**Sequential cells coloured by netlist name**

(6 px per um) Other sequential cells in the stronger grey, the rest of the logic in the fainter grey.
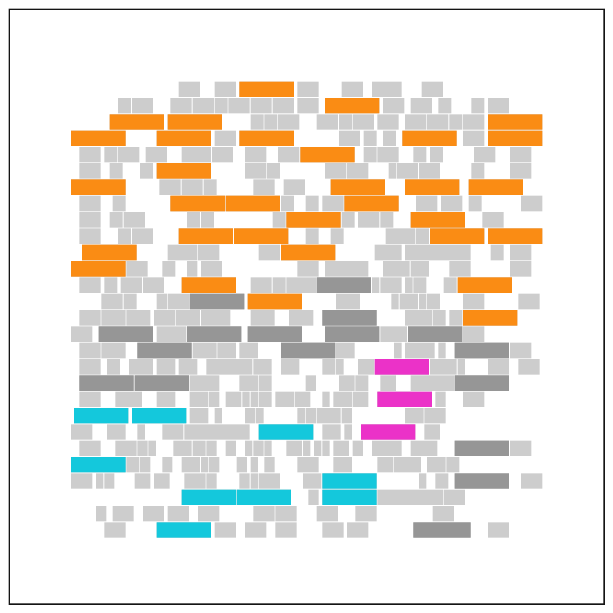
**Wire density map**

(4 px per um) 20 x 20 tiles, from dark blue (low) to red (high), scaled to the fullest tile. Values are wire area over tile area, all layers added.
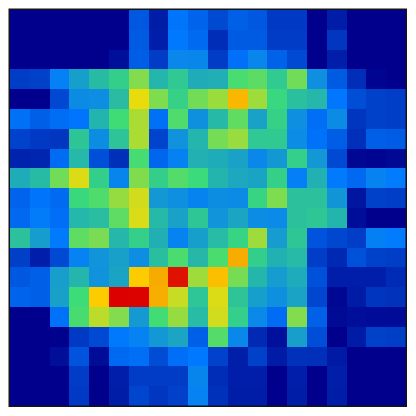
**Cell outlines without signal wires**

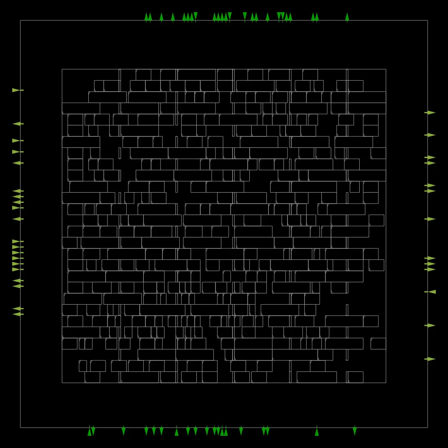
**Wires at chosen ports, followed through buffers**

(4 px per um)
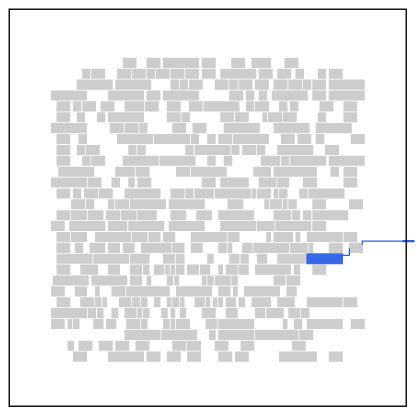
**Wiring by layer**

(4 px per um) Two of the layers only.
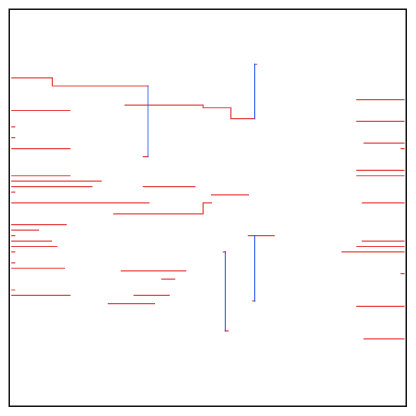
==> config.mk <==
export PLATFORM = sky130hd
export DESIGN_NAME = imem_loader
export DESIGN_NICKNAME = d
export VERILOG_FILES = /design/src/rtl/imem_loader_pkg.sv /design/src/rtl/imem_loader_byte_packer.sv /design/src/rtl/imem_loader.sv
export SDC_FILE = /design/constraint.sdc
export NUM_CORES = 1
export LEC_CHECK = 0
export CORE_MARGIN = 10
export CORE_UTILIZATION = 49
export CTS_CLUSTER_DIAMETER = 120
export DETAILED_ROUTE_END_ITERATION = 16
export HOLD_SLACK_MARGIN = 0.15
export PLACE_DENSITY_LB_ADDON = 0.2
export SYNTH_ARGS = -nofsm -noshare
export SYNTH_HDL_FRONTEND = slang
export SYNTH_HIERARCHICAL = 1
export SYNTH_SLANG_ARGS = --single-unit
==> constraint.sdc <==
create_clock -name clk -period 2.1 [get_ports clk]
set_input_delay 0.315 -clock clk [delete_from_list [all_inputs] [get_ports clk]]
set_output_delay 0.315 -clock clk [all_outputs]
set_load 0.01 [all_outputs]
==> src/rtl/imem_loader_pkg.sv <==
// Shared types and constants for the instruction-memory loader.
// Holds the loader state encoding and the big-endian byte-lane placement.
package loader_pkg;

  typedef enum logic [2:0] {
    HALT,
    RECV,
    WRITE,
    RELEASE,
    RUN
  } state_e;

  localparam int BYTES_PER_WORD = 4;
  localparam int BYTE_W         = 8;
  localparam int WORD_BITS      = BYTES_PER_WORD * BYTE_W;
  localparam int IDX_W          = 2;

  // Big-endian lanes: the first byte of a word lands in the top byte.
  localparam int LANE0_LSB = 24;
  localparam int LANE1_LSB = 16;
  localparam int LANE2_LSB = 8;
  localparam int LANE3_LSB = 0;

  function automatic logic [WORD_BITS-1:0] place_byte(
    input logic [WORD_BITS-1:0] word,
    input logic [IDX_W-1:0]     idx,
    input logic [BYTE_W-1:0]    b
  );
    logic [WORD_BITS-1:0] w;
    w = word;
    case (idx)
      2'd0: w[LANE0_LSB +: BYTE_W] = b;
      2'd1: w[LANE1_LSB +: BYTE_W] = b;
      2'd2: w[LANE2_LSB +: BYTE_W] = b;
      default: w[LANE3_LSB +: BYTE_W] = b;
    endcase
    return w;
  endfunction

endpackage

==> src/rtl/imem_loader_byte_packer.sv <==
// Packs a stream of bytes into 32-bit big-endian words.
// The index wraps back to lane 0 after the fourth byte, ready for the next word.
module byte_packer
  import loader_pkg::*;
(
  input  logic                 clk,
  input  logic                 rst,
  input  logic                 clear,
  input  logic                 load,
  input  logic [BYTE_W-1:0]    byte_in,
  output logic [WORD_BITS-1:0] word,
  output logic                 full
);

  logic [IDX_W-1:0]     idx_q, idx_d;
  logic [WORD_BITS-1:0] word_q, word_d;

  always_comb begin
    idx_d  = idx_q;
    word_d = word_q;
    if (clear) begin
      idx_d  = '0;
      word_d = '0;
    end else if (load) begin
      idx_d  = idx_q + IDX_W'(1);
      word_d = place_byte(word_q, idx_q, byte_in);
    end
  end

  always_ff @(posedge clk or negedge rst) begin
    if (!rst) begin
      idx_q  <= '0;
      word_q <= '0;
    end else begin
      idx_q  <= idx_d;
      word_q <= word_d;
    end
  end

  // Asserted while the next accepted byte completes the word.
  assign full = (idx_q == IDX_W'(BYTES_PER_WORD - 1));
  assign word = word_q;

endmodule

==> src/rtl/imem_loader.sv <==
// Loads a program byte stream into instruction memory, holding the CPU
// in reset until every word is written, then releasing it to run.
module imem_loader
  import loader_pkg::*;
#(
  parameter int ADDR_W = 8,
  parameter int WORD_W = 32
) (
  input  logic              clk,
  input  logic              rst,
  input  logic              start,
  input  logic [ADDR_W:0]   length,
  input  logic              byte_valid,
  input  logic [7:0]        byte_data,
  output logic              byte_ready,
  output logic [ADDR_W-1:0] imem_addr,
  output logic [WORD_W-1:0] imem_data,
  output logic              imem_wren,
  output logic              cpu_rst,
  output logic              cpu_enable,
  output logic              busy,
  output logic              done,
  output logic [ADDR_W:0]   word_count
);

  state_e              state_q, state_d;
  logic [ADDR_W:0]     len_q, len_d;
  logic [ADDR_W:0]     count_q, count_d;
  logic                byte_ready_q, byte_ready_d;
  logic                imem_wren_q, imem_wren_d;
  logic                cpu_rst_q, cpu_rst_d;
  logic                cpu_enable_q, cpu_enable_d;
  logic                busy_q, busy_d;
  logic                done_q, done_d;

  logic                accept;
  logic                clear;
  logic                full;
  logic [WORD_BITS-1:0] packed_word;

  assign accept = byte_valid && (state_q == RECV);
  assign clear  = start && ((state_q == HALT) || (state_q == RUN));

  byte_packer u_packer (
    .clk     (clk),
    .rst     (rst),
    .clear   (clear),
    .load    (accept),
    .byte_in (byte_data),
    .word    (packed_word),
    .full    (full)
  );

  always_comb begin
    state_d = state_q;
    len_d   = len_q;
    count_d = count_q;
    case (state_q)
      HALT, RUN: begin
        if (start) begin
          len_d   = length;
          count_d = '0;
          state_d = (length == '0) ? RELEASE : RECV;
        end
      end
      RECV: begin
        if (accept && full) state_d = WRITE;
      end
      WRITE: begin
        count_d = count_q + (ADDR_W+1)'(1);
        state_d = (count_d == len_q) ? RELEASE : RECV;
      end
      RELEASE: state_d = RUN;
      default: state_d = HALT;
    endcase

    // Outputs are decoded from the next state so they register alongside it.
    byte_ready_d = (state_d == RECV);
    imem_wren_d  = (state_d == WRITE);
    cpu_rst_d    = (state_d != RUN);
    cpu_enable_d = (state_d == RUN);
    busy_d       = (state_d == RECV) || (state_d == WRITE) || (state_d == RELEASE);
    done_d       = (state_q == RELEASE);
  end

  always_ff @(posedge clk or negedge rst) begin
    if (!rst) begin
      state_q      <= HALT;
      len_q        <= '0;
      count_q      <= '0;
      byte_ready_q <= 1'b0;
      imem_wren_q  <= 1'b0;
      cpu_rst_q    <= 1'b1;
      cpu_enable_q <= 1'b0;
      busy_q       <= 1'b0;
      done_q       <= 1'b0;
    end else begin
      state_q      <= state_d;
      len_q        <= len_d;
      count_q      <= count_d;
      byte_ready_q <= byte_ready_d;
      imem_wren_q  <= imem_wren_d;
      cpu_rst_q    <= cpu_rst_d;
      cpu_enable_q <= cpu_enable_d;
      busy_q       <= busy_d;
      done_q       <= done_d;
    end
  end

  assign byte_ready = byte_ready_q;
  assign imem_wren  = imem_wren_q;
  assign imem_addr  = count_q[ADDR_W-1:0];
  assign imem_data  = WORD_W'(packed_word);
  assign cpu_rst    = cpu_rst_q;
  assign cpu_enable = cpu_enable_q;
  assign busy       = busy_q;
  assign done       = done_q;
  assign word_count = count_q;

endmodule

==> summary.txt <==
Update from the flow run.

The final weighted congestion of routability-driven global placement is 0.838. The post-route met1 wirelength is 3060 um. The count of instances resized after the clock tree is built is 0. VDD sags by at most 0.000799 V.

The met3 routing resource usage after global routing is 6.22%. The repair_antennas step left the layout with diodes totalling 0. The detailed route wirelength on metal3 is 491 um. The post-layout instance area is 4080 um2.

Summed over all cells, the static leakage comes to 1.85 nW. After detailed routing, the met2 layer carries 3500 um of wire. The number of warnings in the stage logs is 29.

The fraction of the mapped netlist area in adder cells is 2.05%. The clock tree buffer count of the final layout is 12. STA lists the startpoint of the worst register-to-register path as word_count[1]. The script computed a power per unit cell area of 1310 nW/um2.

The floorplan utilization is 50.9%. The worst setup path is launched from a register. Per the final report, max-transition violations number 0. The run finished with clean final reports. The most common logic cell in the final layout is sky130_fd_sc_hd__clkdlybuf4s50_1. The number of buffers and inverters on the critical path is 0. Looking at the worst setup and hold paths, the clock pins of their registers show a slew of 0.07 ns. CTS built an H-tree with a depth of 3.

The largest stage delay on the critical path is 0.43 ns. The arrival time of data at the critical path endpoint is 2.10 ns. The half-perimeter wire length after detailed placement is 5200 um. The final design was reported to hold multi-input combinational gates totalling 181.

After layout, the inverter instance count without clock inverters stands at 5. The area growth from synthesis to layout is 33.8%. The worst setup slack before clock tree synthesis is 0.166 ns. The class occupying the most area after layout is reported as sequential cells.

The flop and latch count out of synthesis is 61. The minimum clock period after layout is 1.89 ns. In this run the worst hold path is classified as input pin to asynchronous set/reset pin. The fraction of area in multi-input gates is 33.7%. The number of inserted filler cells in the final layout is 473. The count of unique library cells instantiated by Yosys is 47.

The fraction of synthesis flops using an asynchronous set or reset pin is 100%. After layout, the design draws a total of 0.00533 W. The worst setup path is of the register to register kind. The number of maximum-capacitance constraint violations is 0. The total setup violations reported at the end of the flow is 0. Looking at the cell usage after synthesis, the top flip-flop cell is sky130_fd_sc_hd__dfrtp_1. The measured slew at the worst slew-check pin is 0.546 ns. The number of global-route vias before repair is 2,337. The number of antenna violations at the first check in global routing is 0.

Averaged over all synthesized cells, the footprint is 11.5 um2. The share of the synthesized netlist area taken by xor and xnor gates is 4.02%. Checking max transition, the worst relative margin is 63.6%.

The proportion of cell area occupied by registers is 37.4%. The vias per cell is 5.15. The height of the chip is 98.9 um. The gate count of the mapped netlist is 265. The share of final-layout standard cells stronger than drive strength 1 is 13.0%. The highest clock rate this design can be run at is 0.530 GHz.
About 'sequential cells coloured by netlist name':
Key: magenta = state_q [flops 3]; cyan = word_count [flops 9]; orange = u_packer/word [flops 32]
FF/Latch Area: 1530 um2
Seq group: 0.00191 W

About 'wire density map':
The mean over all tiles is 0.12. The fullest tile reaches 0.45. The densest ninth of the die: centre. 17% of the tiles are nearly empty.
total global routing track utilization: 14.7%
via count: 2,161
routed length per placed instance: 17.0 um

About 'cell outlines without signal wires':
area inside the core boundary: 5990 um2
number of well-tap cells placed: 75
fin util: 68.1%
non-filler cells in the finished layout: 420
flip-flops: 61

About 'wires at chosen ports, followed through buffers':
Key: blue = imem_wren [direction output, edge east, end cells 1, buffers 1, wire 14.8 um]

About 'wiring by layer':
Key: blue = M4 [wire length 67.3 um]; red = M3 [wire length 492 um]
Post-Route WL: 7130 um

[timing repair]
item / in CTS / in global routing
hold buffers: 1 / 0
hold endpoints to repair: 21 / 0
endpoints found under the setup margin: 0 / 0
[metrics by stage]
| step | hold WS (ns) | util (%) |
|---|---|---|
| 2_1_floorplan | 0.0194 | - |
| 3_3_place_gp | 0.328 | 64.0 |
| 3_5_place_dp | 0.336 | 64.0 |
| 4_1_cts | 0.511 | 68.1 |
| 5_1_grt | 0.529 | 68.1 |
| 6_report | 0.499 | 68.1 |
[synth_stat cells, types with 4 or more instances]
master	number	area (um2)
sky130_fd_sc_hd__a21oi_1	5	25.0
sky130_fd_sc_hd__buf_4	9	67.6
sky130_fd_sc_hd__buf_6	4	45.0
sky130_fd_sc_hd__dfrtp_1	60	1500
sky130_fd_sc_hd__ha_1	5	62.6
sky130_fd_sc_hd__inv_1	5	18.8
sky130_fd_sc_hd__mux2_2	9	101
sky130_fd_sc_hd__mux2i_1	34	340
sky130_fd_sc_hd__nand2_1	9	33.8
sky130_fd_sc_hd__nand2b_1	40	250
sky130_fd_sc_hd__nor2_1	12	45.0
sky130_fd_sc_hd__o21ai_0	12	60.1
sky130_fd_sc_hd__xnor2_1	9	78.8
sky130_fd_sc_hd__xor2_1	5	43.8
[path summary, 6_finish.rpt]
check / to / slack [ns] / cells past startpoint
max: byte_ready / 0.21 / 6
min: word_count[0] / 0.50 / 2
max reg2reg: byte_ready / 0.21 / 6
min reg2reg: word_count[8] / 0.53 / 1
max in group asynchronous: cpu_rst / 0.92 / 3
min in group clk: word_count[8] / 0.53 / 1
[power breakdown]
part	internal, W	switching [W]	total [W]
combinational	0.00120	0.000949	0.00215
clock	0.000820	0.000443	0.00126
sequential	0.00162	0.000289	0.00191
total	0.00365	0.00168	0.00533
Power figures rest on the tool's default switching activity, not on a simulated workload.
